==> config.mk <==
export PLATFORM = sky130hd
export DESIGN_NAME = bullcow_engine_flat
export DESIGN_NICKNAME = d
export VERILOG_FILES = /design/src/rtl/bullcow_engine_if.sv /design/src/rtl/bullcow_engine.sv /design/src/flat_wrapper.sv
export SDC_FILE = /design/constraint.sdc
export NUM_CORES = 1
export LEC_CHECK = 0
export CAP_MARGIN = 20
export CORE_UTILIZATION = 50
export DETAILED_ROUTE_END_ITERATION = 12
export PLACE_DENSITY = 0.75
export SETUP_SLACK_MARGIN = 0.2
export SLEW_MARGIN = 30
export SYNTH_ARGS = -nofsm -noshare
export SYNTH_HDL_FRONTEND = slang
export SYNTH_SLANG_ARGS = --single-unit
==> constraint.sdc <==
create_clock -name clock -period 3.54 [get_ports clock]
set_input_delay 0.708 -clock clock [delete_from_list [all_inputs] [get_ports clock]]
set_output_delay 0.708 -clock clock [all_outputs]
set_load 0.05 [all_outputs]
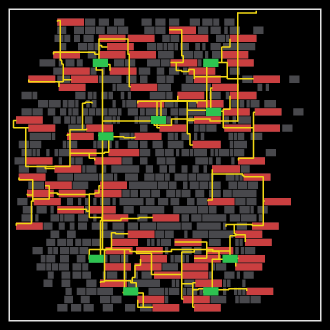
Fig. 1. Clock network drawn from the DEF.
(3 px per um)
- flip-flops: red (count 86)
- clock wires: yellow (length 1050 um)
- clock drivers: green (count 9)
- flops lie: widely spread
clock group share of total power: 0.145
clk ins delay skew pair: 0.37 ns

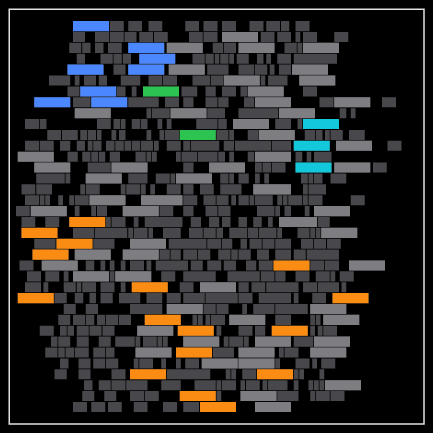
Fig. 2. Sequential cells grouped by signal name.
(4 px per um)
- u_core.acc_c: cyan (placed flops 3)
- u_core.bus.points_p2: blue (placed flops 8; where top left)
- u_core.bus.winner: green (placed flops 2)
- u_core.guess: orange (placed flops 16)
flip-flop and latch power: 1.73 mW
Seq/total area: 0.359
register area: 0.00216 mm^2

==> results.sh <==
# physical design summary
export IMPL_setup_viol=0
export IMPL_dp_cells=626
export IMPL_r2r_setup_slack_ns=0.24
export IMPL_rsz0062_at_grt="yes"
export IMPL_cts_sinks=86
export IMPL_cp_slowest_cell="dfrtp_4"
export IMPL_crit_required_ns=3.79
export IMPL_r2r_cells=12
export IMPL_final_setup_tns_ns=0
export IMPL_hold_path_class="register to register"
export IMPL_p_leak_nw=2.80
export IMPL_logic_gates=320
export IMPL_viasPerCell=5.50
export IMPL_warnings=31
export IMPL_period_used=0.931
export IMPL_status="finished, final reports clean"
export IMPL_syn_avg_cell_area_um2=10.9
export IMPL_yosys_area_share_aoi=0.0483
export IMPL_cap_viol_max_count=0
export IMPL_grt_antenna_before_repair=0
export IMPL_cts_resized_gates=11
export IMPL_cts_setup_buffers=7
export IMPL_ys_flops=86
export IMPL_cts_hold_buffers_added=0
export IMPL_top_area_cell="dfrtp_1"
export IMPL_total_power_mw=5.11
export IMPL_synth_adder_area_share=0.0244
export IMPL_pg_comb_mw=2.64
export IMPL_top_layer_used="met4"
export IMPL_arrival_ns=3.55
export IMPL_cts_buffer_depth=2
export IMPL_yosysUniqueCellTypes=50
export IMPL_postRouteAntennaNets=0
export IMPL_drtPass1Iterations=4
export IMPL_gp_congestion=0.853
export IMPL_port_buffers=49
export IMPL_yosysCellCount=472
export IMPL_hpwl_um=7920
export IMPL_core_mm2=0.00986
export IMPL_max_stage_delay_ns=0.50
export IMPL_wirelength_um=11500
export IMPL_inverters=26
export IMPL_min_path_cells=1
export IMPL_yosysChipArea_mm2=0.00513
export IMPL_p_sw_frac=0.394
export IMPL_p_comb_frac=0.517
export IMPL_wl_per_cell_um=17.6
export IMPL_critPathLaunchType="register"
export IMPL_htreeDepth=3
export IMPL_whs_ns=0.491
export IMPL_async_reset_ff_frac=1.00
export IMPL_fp_dieH_um=103
export IMPL_criticalPathCategory="register to register"
export IMPL_netlist_top_cells_area="dfrtp_1 42%, mux2i_1 10%, xnor2_1 8.7%"
export IMPL_grt_max_degree=52
export IMPL_power_internal_mw=3.10
export IMPL_finalHoldViolations=0
export IMPL_power_leader="combinational cells"
export IMPL_synthTopCellsByCount="86 x dfrtp_1, 68 x nand2_1, 52 x mux2i_1"
export IMPL_pre_cts_ws_ns=0.0575
export IMPL_seq_power_share=0.338
export IMPL_ir_worst_vdd_mv=0.355
export IMPL_grt_pass1_wl_um=18700
export IMPL_syn2layout_area_growth_pct=17.1
export IMPL_comb_share=0.447
export IMPL_netlist_area_mm2=0.00513
export IMPL_met2_usage=0.374
export IMPL_n_antenna_cell=0
export IMPL_final_cell_mix="83 x dfrtp_1, 68 x nand2_1, 52 x mux2i_1"
export IMPL_topCombFamilyByArea="multiplexers"
export IMPL_num_nets_final=544
Power is estimated from default activity; no workload was simulated.
